<file path="src/rtl/cfu_router_pkg.sv">
// Shared types and constants for the CFU command router.
// The in-flight tag holds the accelerator index and an unmapped flag that marks commands answered with the error word.
package cfu_router_pkg;

  localparam int MAX_ACCEL = 16;
  localparam int TAG_SEL_W = $clog2(MAX_ACCEL);

  localparam logic [31:0] DEF_ERR_RSP = 32'hDEAD_BEEF;

  typedef struct packed {
    logic                 unmapped;
    logic [TAG_SEL_W-1:0] sel;
  } tag_t;

  localparam int TAG_W = $bits(tag_t);

  // The extra MSB tells full apart from empty when the address bits are equal.
  function automatic int ptr_w(input int depth);
    return $clog2(depth) + 1;
  endfunction

endpackage

</file>
<file path="src/rtl/cfu_order_fifo.sv">
// Synchronous FIFO that reports count, full and empty.
// The pointers are one bit wider than the address and wrap on their own. The head word can be read as soon as it is written.
module cfu_order_fifo
  import cfu_router_pkg::*;
#(
  parameter int WIDTH = 8,
  parameter int DEPTH = 4,
  parameter int PTR_W = ptr_w(DEPTH)
) (
  input  logic             clk,
  input  logic             reset,
  input  logic             push,
  input  logic [WIDTH-1:0] wdata,
  input  logic             pop,
  output logic [WIDTH-1:0] rdata,
  output logic [PTR_W-1:0] count,
  output logic             full,
  output logic             empty
);

  localparam int AW = PTR_W - 1;

  logic [WIDTH-1:0] mem [DEPTH];
  logic [PTR_W-1:0] wr_ptr, rd_ptr;

  always_ff @(posedge clk) begin
    if (reset) begin
      wr_ptr <= '0;
      rd_ptr <= '0;
    end else begin
      if (push) wr_ptr <= wr_ptr + 1'b1;
      if (pop)  rd_ptr <= rd_ptr + 1'b1;
    end
  end

  always_ff @(posedge clk) begin
    if (push) mem[wr_ptr[AW-1:0]] <= wdata;
  end

  assign rdata = mem[rd_ptr[AW-1:0]];
  assign count = wr_ptr - rd_ptr;
  assign empty = (wr_ptr == rd_ptr);
  assign full  = (wr_ptr[AW] != rd_ptr[AW]) && (wr_ptr[AW-1:0] == rd_ptr[AW-1:0]);

endmodule

</file>
<file path="src/rtl/cfu_cmd_router.sv">
// Routes CPU custom-instruction commands to NUM_ACCEL accelerators, selected by the top function-ID bits.
// Responses go back to the CPU in issue order through a registered output stage.
module cfu_cmd_router
  import cfu_router_pkg::*;
#(
  parameter int               NUM_ACCEL   = 2,
  parameter int               FID_W       = 10,
  parameter int               SEL_W       = 1,
  parameter int               DATA_W      = 32,
  parameter int               ORDER_DEPTH = 4,
  parameter logic [DATA_W-1:0] ERR_RSP    = DEF_ERR_RSP
) (
  input  logic                        clk,
  input  logic                        reset,
  input  logic                        cmd_valid,
  input  logic [FID_W-1:0]            cmd_function_id,
  input  logic [DATA_W-1:0]           cmd_inputs_0,
  input  logic [DATA_W-1:0]           cmd_inputs_1,
  output logic                        cmd_ready,
  output logic                        cmd_int,
  output logic                        rsp_valid,
  output logic [DATA_W-1:0]           rsp_outputs_0,
  input  logic                        rsp_ready,
  output logic [NUM_ACCEL-1:0]        acc_cmd_valid,
  output logic [FID_W-1:0]            acc_cmd_function_id,
  output logic [DATA_W-1:0]           acc_cmd_inputs_0,
  output logic [DATA_W-1:0]           acc_cmd_inputs_1,
  input  logic [NUM_ACCEL-1:0]        acc_cmd_ready,
  input  logic [NUM_ACCEL-1:0]        acc_rsp_valid,
  input  logic [NUM_ACCEL*DATA_W-1:0] acc_rsp_outputs_0,
  output logic [NUM_ACCEL-1:0]        acc_rsp_ready,
  input  logic [NUM_ACCEL-1:0]        acc_int,
  output logic                        unmapped_seen
);

  localparam int PTR_W = ptr_w(ORDER_DEPTH);

  logic [SEL_W-1:0]     sel;
  logic                 mapped;
  logic [NUM_ACCEL-1:0] sel_oh;
  logic [NUM_ACCEL-1:0] head_oh;
  logic                 sel_ready;
  logic                 push, pop, load_ok, head_go;
  logic                 fifo_full, fifo_empty;
  logic [PTR_W-1:0]     fifo_count;
  tag_t                 push_tag, head_tag;
  logic [DATA_W-1:0]    head_data;

  assign sel    = cmd_function_id[FID_W-1 -: SEL_W];
  assign mapped = (int'(sel) < NUM_ACCEL);

  assign acc_cmd_function_id = cmd_function_id;
  assign acc_cmd_inputs_0    = cmd_inputs_0;
  assign acc_cmd_inputs_1    = cmd_inputs_1;

  assign load_ok = ~rsp_valid | rsp_ready;
  assign head_go = ~fifo_empty & load_ok;

  for (genvar i = 0; i < NUM_ACCEL; i++) begin : g_acc
    assign sel_oh[i]        = (int'(sel) == i);
    assign head_oh[i]       = ~head_tag.unmapped & (head_tag.sel == TAG_SEL_W'(i));
    assign acc_cmd_valid[i] = cmd_valid & mapped & ~fifo_full & sel_oh[i];
    // Accelerators that are not at the head stay stalled until their turn comes.
    assign acc_rsp_ready[i] = head_go & head_oh[i];
  end

  assign sel_ready = |(acc_cmd_ready & sel_oh);
  assign cmd_ready = ~fifo_full & (mapped ? sel_ready : 1'b1);
  assign push      = cmd_valid & cmd_ready;

  always_comb begin
    push_tag          = '0;
    push_tag.unmapped = ~mapped;
    push_tag.sel      = TAG_SEL_W'(sel);
  end

  always_comb begin
    head_data = ERR_RSP;
    for (int i = 0; i < NUM_ACCEL; i++)
      if (head_oh[i]) head_data = acc_rsp_outputs_0[i*DATA_W +: DATA_W];
  end

  assign pop = head_go & (head_tag.unmapped | |(acc_rsp_valid & acc_rsp_ready));

  cfu_order_fifo #(
    .WIDTH (TAG_W),
    .DEPTH (ORDER_DEPTH)
  ) u_order (
    .clk   (clk),
    .reset (reset),
    .push  (push),
    .wdata (push_tag),
    .pop   (pop),
    .rdata (head_tag),
    .count (fifo_count),
    .full  (fifo_full),
    .empty (fifo_empty)
  );

  // A reload in the same cycle as rsp_ready keeps rsp_valid high, which gives one response per cycle.
  always_ff @(posedge clk) begin
    if (reset) begin
      rsp_valid     <= 1'b0;
      rsp_outputs_0 <= '0;
      cmd_int       <= 1'b0;
      unmapped_seen <= 1'b0;
    end else begin
      if (pop) begin
        rsp_valid     <= 1'b1;
        rsp_outputs_0 <= head_data;
      end else if (rsp_ready) begin
        rsp_valid     <= 1'b0;
      end
      cmd_int <= |acc_int;
      if (push & ~mapped) unmapped_seen <= 1'b1;
    end
  end

  a_count_bound: assert property (@(posedge clk) disable iff (reset)
    int'(fifo_count) <= ORDER_DEPTH);

endmodule
</file>
<file path="config.mk">
export PLATFORM = sky130hd
export DESIGN_NAME = cfu_cmd_router
export DESIGN_NICKNAME = d
export VERILOG_FILES = /design/src/rtl/cfu_router_pkg.sv /design/src/rtl/cfu_order_fifo.sv /design/src/rtl/cfu_cmd_router.sv
export SDC_FILE = /design/constraint.sdc
export NUM_CORES = 1
export LEC_CHECK = 0
export CAP_MARGIN = 0
export CORE_AREA = 3 3 99 101
export CTS_CLUSTER_SIZE = 40
export DETAILED_ROUTE_END_ITERATION = 7
export DIE_AREA = 0 0 102 104
export PLACE_DENSITY = 0.82
export SYNTH_ARGS = -nofsm -noshare
export SYNTH_HDL_FRONTEND = slang
export SYNTH_SLANG_ARGS = --single-unit
</file>
<file path="constraint.sdc">
create_clock -name clk -period 4.39 [get_ports clk]
set_input_delay 0.878 -clock clk [delete_from_list [all_inputs] [get_ports clk]]
set_output_delay 0.878 -clock clk [all_outputs]
set_load 0.01 [all_outputs]
</file>
Run 1, layout detail:
The bar under the picture is 10 um long. Window x 31 to 71, y 11 to 51 um. Cells in gray, sequential cells in the stronger gray; small squares are vias.
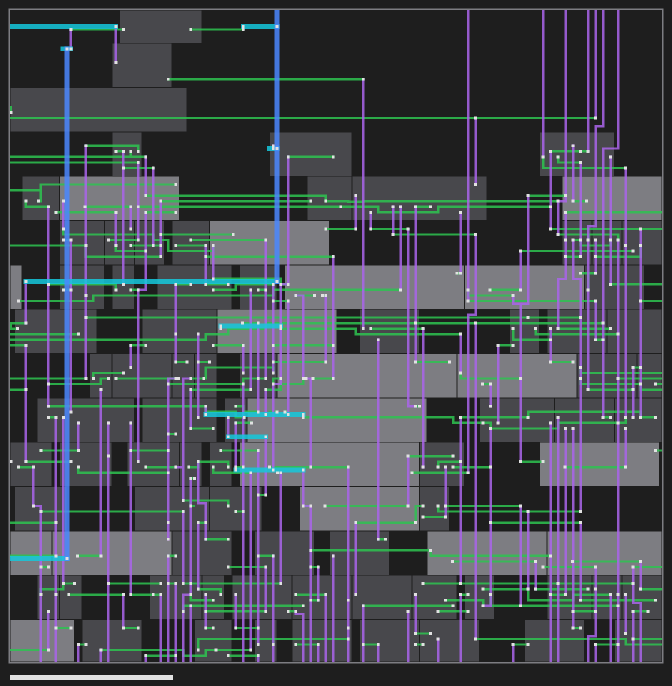
Key: met4 = blue; met2 = purple; met3 = cyan; met1 = green
Sequential cells in the window: 16. Netlist names of flops here include rsp_outputs_0 (7), u_order.mem (4), u_order.wr_ptr (2). Most frequent: clkdlybuf4s50_1 (14), dfxtp_1 (12), a21oi_1 (7). 89 logic cells have their middle in the window.

Run 1, cell sizes after repair:
The bar under the picture is 20 um long.
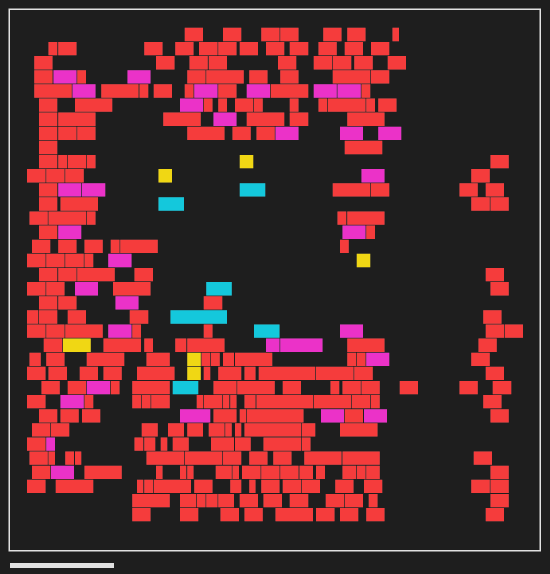
Key: drive 1 or less = red [cells 278, share 86%, most used clkdlybuf4s50_1]; drive 6 and up = cyan [cells 6, share 1.9%, most used clkbuf_8]; drive 2 = magenta [cells 32, share 9.9%, most used a211oi_2]; drive 3 to 4 = yellow [cells 6, share 1.9%, most used buf_4]

==> run notes, run 1 <==
Results of the implementation run.

The flow ran to the end, and the final reports show no timing, DRC or antenna violations. The final wirelength is 7980 um. The count of yosys warnings during synthesis came out at 0. Of the total standard cell area in the layout, the multi-input combinational portion is 0.341. Per the placement report, the placed cell count is 425. Looking at the critical path, the highest net fanout was 24.

The final critical delay including setup and external delays came out at about 3.5 ns. Per the skew report, the later register of the worst-skew pair sees a clock latency of 0.30 ns. The fraction of area in clock buffers and inverters is 0.0314. Of the total synthesized cell area, the portion taken by XOR and XNOR cells is 0.0182.

The CTS H-tree depth came out at 2. The total met3 wirelength after detailed routing is 805 um. The worst path required time came out at 3.51 ns. The proportion of synthesized chip area in sequential cells is 0.333. The number of buffers added to fix hold violations after cts is 0. The combined global-route utilization of all metal layers came out at 0.144. The mapped netlist covers roughly 2900 um2. The pre-placement core utilization is 0.317. The placement summary gives the final routability congestion estimate as 0.680. The slew at the pin with the worst max-slew slack is 1.08 ns.

Checking max transition, the worst relative margin is 0.279. The repair_antennas step left the layout with diodes totalling 0. Of the total power, the share spent switching nets is 0.345. The top cell type in the final layout, fill and taps aside, is clkdlybuf4s50_1.

The final-report hold violation count came out at 0. The peak supply drop is 0.000234 V. The synthesized netlist net count came out at 445.

In this run the most critical hold path is launched from rsp_valid. The number of buffer and inverter instances along the worst setup path came out at 4. The largest power group is combinational logic. The largest clock skew in the final design came out at 0.00482 ns. Of the cells placed in the final design, the portion with a size suffix greater than 1 is 0.137.

The power report attributes to the sequential group a share of 0.358. The final number of max-transition violations is 0. The element type at the critical path end is an output port. According to the cell report, flip-flops and latches in the layout number 46.

The multiplexer share of the synthesized area came out at 0.131. The fraction of post-synthesis cell area in the top cell type by area came out at 0.291. According to the timing report, the critical path is launched from rsp_ready. The highest cell delay on the worst timing path is 0.57 ns. The non-clock buffer total of the final layout came out at 117. The met2 wire length is 4030 um.

The number of vias per cell after detailed routing came out at 5.05. During placement, the flow inserted port buffers numbering 114. In the per-layer summary, the met1 wirelength comes to ~2800 um. The net switching power in the latest report is 0.522 mW. The core box area came out at 9110 um2. The final layout report lists a clock buffer count of 5. The maximum operating frequency came out at 286 MHz. The met2 demand-to-capacity share in global routing is 0.254. TritonCTS built the clock tree.

The number of remaining DRC errors is 0. Per the run summary, max-cap violations total 0. In this run the top signal layer used is met4. Per the GRT congestion report, total overflow comes to 0. The final instance count without filler cells is 433. The flop share of the area is 0.265. The type of origin of the critical path is an input pin. The top cell family by delay on the critical path is buffers and inverters. In the synthesized netlist the async set-or-reset flop fraction comes to 0. The leakage power figure came out at approximately 1.3 nW. The die extent in x is 102 um.

Per the synth stats, the flop cell with the highest instance count is dfxtp_1. The number of buffers inserted during clock tree synthesis came out at 5. After the first detailed-routing iteration, the DRC count stood at 83.

The final-layout setup total negative slack is 0 ns. The endpoint of the worst-slack reg-to-reg timing path is rsp_outputs_0[17].
Run 1, congestion heat map:
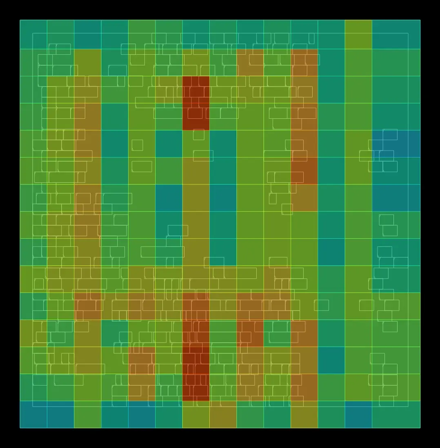
met1 Use GR: 0.146
Most Used Layer, Global Route: met2

run 1: flip-flops by register name, summed over array words and instances, names as in the netlist, named ones only:
register        count
rsp_outputs_0      32
u_order.mem         4
u_order.rd_ptr      3
u_order.wr_ptr      3
cmd_int             1
rsp_valid           1
run 1: logic make-up after synthesis:
kind of cell / Yosys count
and+or+nand+nor: 23
muxes: 36
other: 1
xor gates and xnor gates: 6
buffers and inverters: 100
AOI/OAI and AO/OA: 75
adders and majority gates: 5
DFF: 46
run 1: per-stage QoR:
| stage | worst slack, ns | util |
|---|---|---|
| 6_report | 0.894 | 0.398 |
| 5_1_grt | 0.731 | 0.398 |
| 4_1_cts | 0.860 | 0.398 |
| 3_5_place_dp | 0.863 | 0.386 |
| 3_3_place_gp | 0.899 | 0.386 |
| 2_1_floorplan | 1.82 | - |
==> run 2: changes to the inputs <==
- CORE_AREA: 3 3 99 101 -> not set
- CORE_ASPECT_RATIO: not set -> 0.9
- CORE_MARGIN: not set -> 3
- CORE_UTILIZATION: not set -> 31
- DIE_AREA: 0 0 102 104 -> not set
- PLACE_DENSITY: 0.82 -> 0.81
- clock period: 4.39 -> 3.5 ns (I/O delays scaled with it)
==> run 2 against run 1 <==
Effect of this change: synthesized area is the same; register-to-register slack lost 0.28 ns; power grew 24%; highest routed layer unchanged; global-route usage shrank 0.90 points; largest cell class unchanged; die size shrank 0.99%; sequential power grew 25%.
==> run notes, run 2 <==
Results of the implementation run.

The flow ran to the end, and the final reports show no timing, DRC or antenna violations. The worst setup slack before clock tree synthesis is 0.598 ns (-0.265 ns). The count of yosys warnings during synthesis came out at 0 (unchanged).

For reference, the top cells by area after synthesis are dfxtp_1, buf_4, a211oi_2. The final wirelength is 7460 um (-6.5%). The share of synthesized registers carrying an async set or reset is 0 (unchanged). Ranked by flip-flop count, first place goes to rsp_outputs_0.

The number of vias per cell after detailed routing came out at 4.77 (-5.5%). The final-report hold violation count came to 0 (unchanged). The total met3 wirelength after detailed routing came out at 776 um (-3.6%). The flip-flop count of the largest register, all copies and words added came out at 32 (unchanged). The number of DRC markers in iteration 0 is 62 (-25%).

The largest fanout on the critical path was 8 (-67%). The library cell used most frequently in the layout, excluding fill and tap cells, is clkdlybuf4s50_1. The number of remaining DRC errors is 0 (unchanged). The number of buffers added to fix hold violations after cts is 0 (unchanged).

The final number of max-transition violations is 0 (unchanged). The clock network latency to the later pin of the worst-skew pair came to 0.29 ns (about the same). The final instance count without filler cells came to 442 (+2.1%). The number of global-route vias before repair came out at 2199.

In this run, distinct cell masters in the synthesized netlist total 32. The total overflow reported by the global router is 0 (unchanged). The worst setup path is captured at an output port. The highest cell delay on the worst timing path came out at 0.61 ns (+0.04 ns).

The fraction of synthesized cell area in xor and xnor cells is 0.0182 (unchanged). The core box area is 8810 um2 (-3.3%). The number of buffer and inverter instances along the worst setup path came out at 2 (-2). The launch instance of the worst min-delay path is rsp_valid. The number of buffers inserted during clock tree synthesis is 5 (unchanged). Per the detail_route log, the uppermost layer with routed signals is met4. The fraction of post-synthesis cell area in the top cell type by area is 0.291 (unchanged). The die extent in x came out at 108 um (+5.6%).

TritonCTS built the clock tree. The leakage power figure is 1.31 nW (+0.62%). The met2 wire length is 3630 um (-10%). The post-route worst setup slack was 0.608 ns (-0.286 ns). The maximum operating frequency came out at 346 MHz. For reference, the critical path is launched at cmd_function_id[9].

The proportion of synthesized chip area in sequential cells came to 0.333 (unchanged). The kind of cell with the highest combined delay along the critical path is buffers and inverters. The netlist area before placement is 2890 um2 (unchanged). The worst path needs ~2.9 ns of the cycle, external delays included. The combined global-route utilization of all metal layers is 0.135 (-0.00903). The synthesis report names the predominant flop master as dfxtp_1.

The final-layout setup total negative slack came out at 0 ns (unchanged). The number of placed cells counting well taps came out at 434 (+2.1%). The share of layout cells above drive strength 1 is 0.139 (+0.00267). The antenna cell count is 0 (unchanged). The CTS H-tree depth is 2 (unchanged). The routed metal-1 wire length came out at 2810 um (-0.60%). Power spread over the standard cell area amounts to just over 500 nW/um2.

The tally of max-capacitance violations came out at 0 (unchanged). The pre-placement core utilization came to 0.328 (+0.0108). The type of origin of the critical path is an input pin. The peak supply drop came to 0.000307 V (+31%). The utilization of the core after routing was 0.415 (+0.0170). The slew at the pin with the worst max-slew slack was 0.697 ns (-0.384 ns). The port buffer count is 114 (unchanged). The multiplexer share of the synthesized area came out at 0.131 (unchanged).

The worst-case headroom to the max-slew limit was 0.532 (+0.253).
## run 2: layout make-up
type,count,share of cell area
Multi-Input combinational cell,146,0.338
Timing Repair Buffer,118,0.322
Clock inverter,3,0.0123
Clock buffer,5,0.0188
Inverter,5,0.00513
Sequential cell,46,0.263
Tap cell,119,0.0407
## run 2: power breakdown
part | switching [mW] | internal, mW
logic | 0.393 | 0.412
clock network | 0.177 | 0.212
registers | 0.0558 | 0.624
total | 0.626 | 1.25
## run 2: worst paths after layout
path / endpoint / slack [ns] / cells past startpoint
min: rsp_valid / 0.49 / 2
max: cmd_ready / 0.61 / 4
max reg2reg: rsp_outputs_0[26] / 1.08 / 5
min reg2reg: rsp_valid / 0.49 / 2
Run 2, the metal 1 layer:
The bar under the picture is 20 um long. Supply wires on this layer in gray.
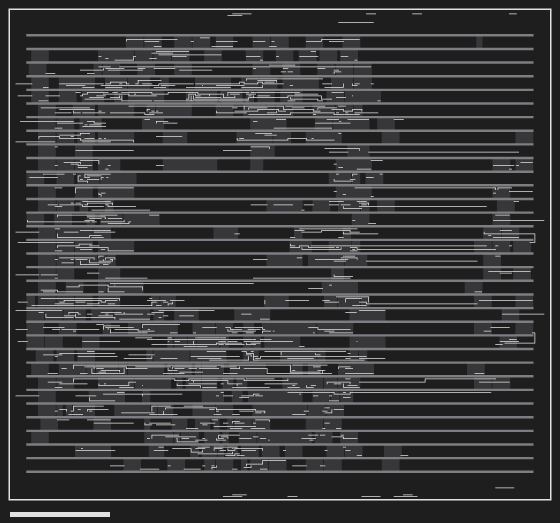
The layer carries 2810 um of wire. The longest straight run is 50.1 um. 348 nets have wire on it. The layer holds 38% of the routed length.

Run 2, congestion heat map:
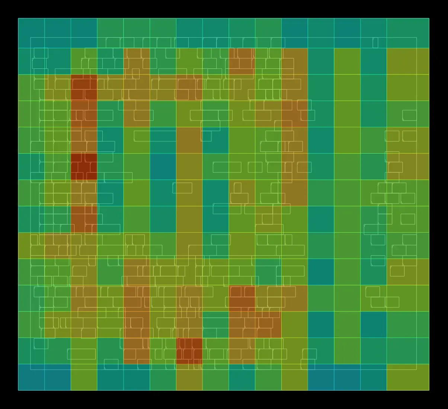
met2 usage: 0.235
met1 Use GR: 0.144

Run 2, layout detail:
The bar under the picture is 10 um long. Window x 34 to 74, y 9 to 49 um. Cells in gray, sequential cells in the stronger gray; small squares are vias.
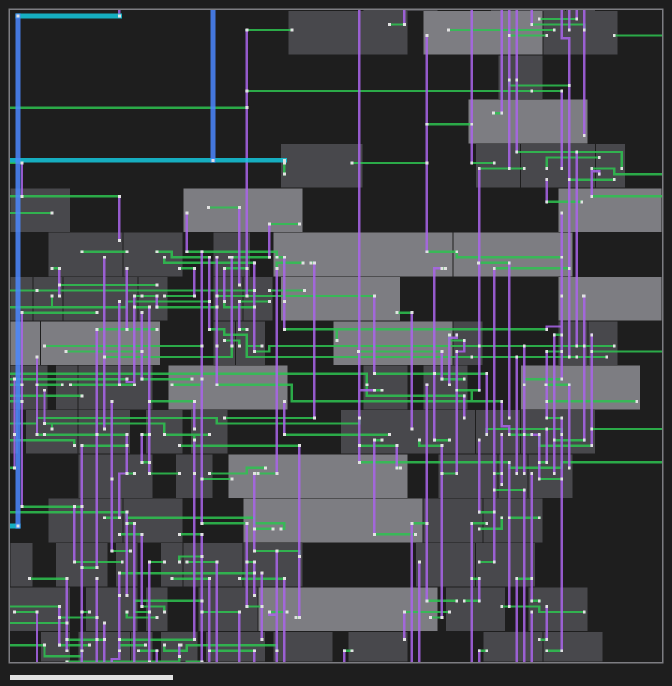
Key: met1 = green; met2 = purple; met3 = cyan; met4 = blue
80 logic cells have their middle in the window. Netlist names of flops here include rsp_outputs_0 (7), u_order.mem (4), u_order.rd_ptr (2). Most frequent: clkdlybuf4s50_1 (13), dfxtp_1 (11), a21oi_1 (6). Sequential cells in the window: 15.

==> run 3: changes to the inputs <==
- clock period: 3.5 -> 2.7 ns (I/O delays scaled with it)
Run 3, cell sizes after repair:
The bar under the picture is 20 um long.
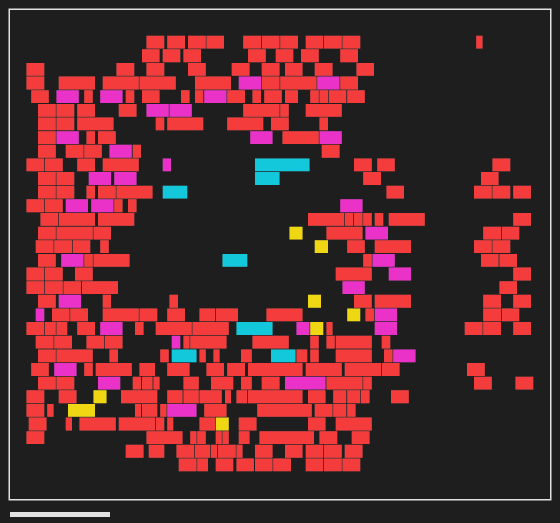
Key: drive 6 and up = cyan [cells 7, share 2.1%, most used clkbuf_8]; drive 2 = magenta [cells 34, share 10%, most used a211oi_2]; drive 3 to 4 = yellow [cells 8, share 2.4%, most used buf_4]; drive 1 or less = red [cells 278, share 85%, most used clkdlybuf4s50_1]

Run 3, congestion heat map:
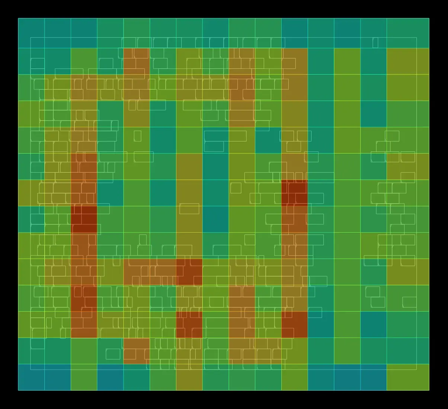
global routing met3 resource utilization: 0.0545
wire length per cell after detailed routing: 16.8 um
final core occ: 0.418
met1 Use GR: 0.152

==> run 3 against run 2 <==
Effect of this change: non-clock buffer count rose by 4; synthesized area unchanged; clock power is 28% higher; combinational power rose by 32%; clock skew decreased by 0.0014 ns; largest cell class unchanged; critical endpoint unchanged; core utilization increased by 0.28 points; power is 30% higher; global-route usage is 0.29 points higher.
==> run notes, run 3 <==
Results of the implementation run.

The fraction of synthesized cell area in xor and xnor cells is 0.0182 (unchanged). The pre-placement core utilization came to 0.328 (unchanged). The core box area is 8810 um2 (unchanged). The number of ports placed on the die boundary came out at 262. The register ranked first by flip-flop count is rsp_outputs_0. The netlist area before placement was 2890 um2 (unchanged).

The internal portion of total power is 1.63 mW (+30%). Sorting the synthesized cells by area gives the leading types as dfxtp_1, buf_4, a211oi_2. The number of placed cells counting well taps is 438 (+0.92%). The number of buffers added to fix hold violations after cts is 0 (unchanged). The multiplexer share of the synthesized area is 0.131 (unchanged). The endpoint of the most critical setup path is cmd_ready. The clock network latency to the later pin of the worst-skew pair came to 0.29 ns (about the same).

The power consumed by the clock network came out at 0.499 mW (+28%). The switching power as a share of total power is 0.333 (-0.00110). The type of origin of the critical path is an input pin. The worst setup slack before clock tree synthesis is 0.138 ns (-0.461 ns). The most used flip-flop cell after synthesis is dfxtp_1. The total overflow reported by the global router is 0 (unchanged).

The tally of unique sky130hd cells used after synthesis is 32 (unchanged). The slew at the pin with the worst max-slew slack was 0.603 ns (-0.0937 ns). The final number of max-transition violations came out at 0 (unchanged). The power consumed by sequential cells came out at 0.879 mW (+29%). The tally of max-capacitance violations came out at 0 (unchanged).

STA shows the worst min-delay path finishing at rsp_valid. The number of global-route vias before repair came out at 2202 (+0.14%). The timing startpoint of the critical path is cmd_function_id[9]. The antenna cell count is 0 (unchanged). The final-report hold violation count came out at 0 (unchanged).

The peak supply drop came out at 0.000404 V (+32%). The part of the power in the clock network is 0.204 (-0.004). The combined global-route utilization of all metal layers is 0.138 (+0.00288). The critical path depth in cells is 4 (unchanged). The post-route worst setup slack was 0.148 ns (-0.460 ns). The highest cell delay on the worst timing path came to 0.60 ns (about the same). The highest signal layer in the routed design is met4. The largest power group is combinational logic. The number of vias per cell after detailed routing is 4.74 (-0.62%).

The met2 demand-to-capacity share in global routing is 0.231 (-0.00335). The fraction of post-synthesis cell area in the top cell type by area came out at 0.291 (unchanged). The share of synthesized registers carrying an async set or reset is 0 (unchanged). The endpoint of the worst-slack reg-to-reg timing path is rsp_outputs_0[20]. The worst-case headroom to the max-slew limit came out at 0.598 (+0.0656). The part of the power in combinational logic came out at 0.435 (+0.006).

The flow ran to the end, and the final reports show no timing, DRC or antenna violations. The worst reg-to-reg path cell count came out at 5 (unchanged). The leakage power figure came out at 1.34 nW (+2.1%).

The number of buffers inserted during clock tree synthesis came out at 5 (unchanged). The total met3 wirelength after detailed routing came to 815 um (+5.0%). Looking at hold timing, the worst path starts from rsp_valid. TritonCTS built the clock tree. The sequential share of power is 0.360 (-0.003).

The final wirelength is 7510 um (+0.70%). The maximum operating frequency came out at roughly 390 MHz. The share of layout cells above drive strength 1 is 0.150 (+0.0105). The combinational group power came out at 1.06 mW (+32%). The number of buffer and inverter instances along the worst setup path is 2 (unchanged).

The count of yosys warnings during synthesis came to 0 (unchanged). The die extent in x is 108 um (unchanged). The CTS H-tree depth came out at 2 (unchanged).

The instance count along the most critical hold path came out at 2 (unchanged). The number of DRC markers in iteration 0 came out at 49 (-21%). The final-layout setup total negative slack is 0 ns (unchanged). The power per cell area was 663 nW/um2 (+29%). The port buffer count was 114 (unchanged). The worst setup slack for register-to-register paths is 0.53 ns (-0.55 ns).
Run 3, the metal 2 layer:
The bar under the picture is 20 um long.
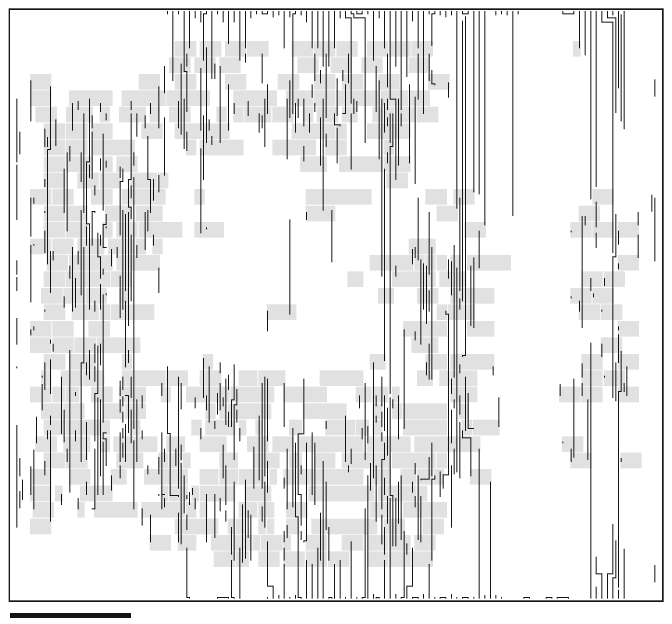
The wires run mostly vertical. The longest straight run is 55.9 um.

-- run 3: netlist changes by cell type in the layout (fill, tap and decap cells not counted), sizes merged --
cell / delta
buf: +4
clkinvlp: -2
clkinv: +2
-- run 3: cell type report --
class                   count  share of cell area
clock buffers               5              0.0187
clock inverters             3              0.0109
inverters                   5             0.00510
multi-input cells         146               0.335
flip-flops and latches     46               0.261
well taps                 119              0.0404
repair buffers            122               0.328
-- run 3: cell families (layout without fill, tap and decap cells) --
| group | Yosys count | in the layout |
|---|---|---|
| AOI/OAI and AO/OA | 75 | 75 |
| xor gates and xnor gates | 6 | 6 |
| adders and majority gates | 5 | 5 |
| buffers and inverters | 100 | 135 |
| DFF | 46 | 46 |
| muxes | 36 | 36 |
| other | 1 | 1 |
| and+or+nand+nor | 23 | 23 |
Power figures rest on the tool's default switching activity, not on a simulated workload.
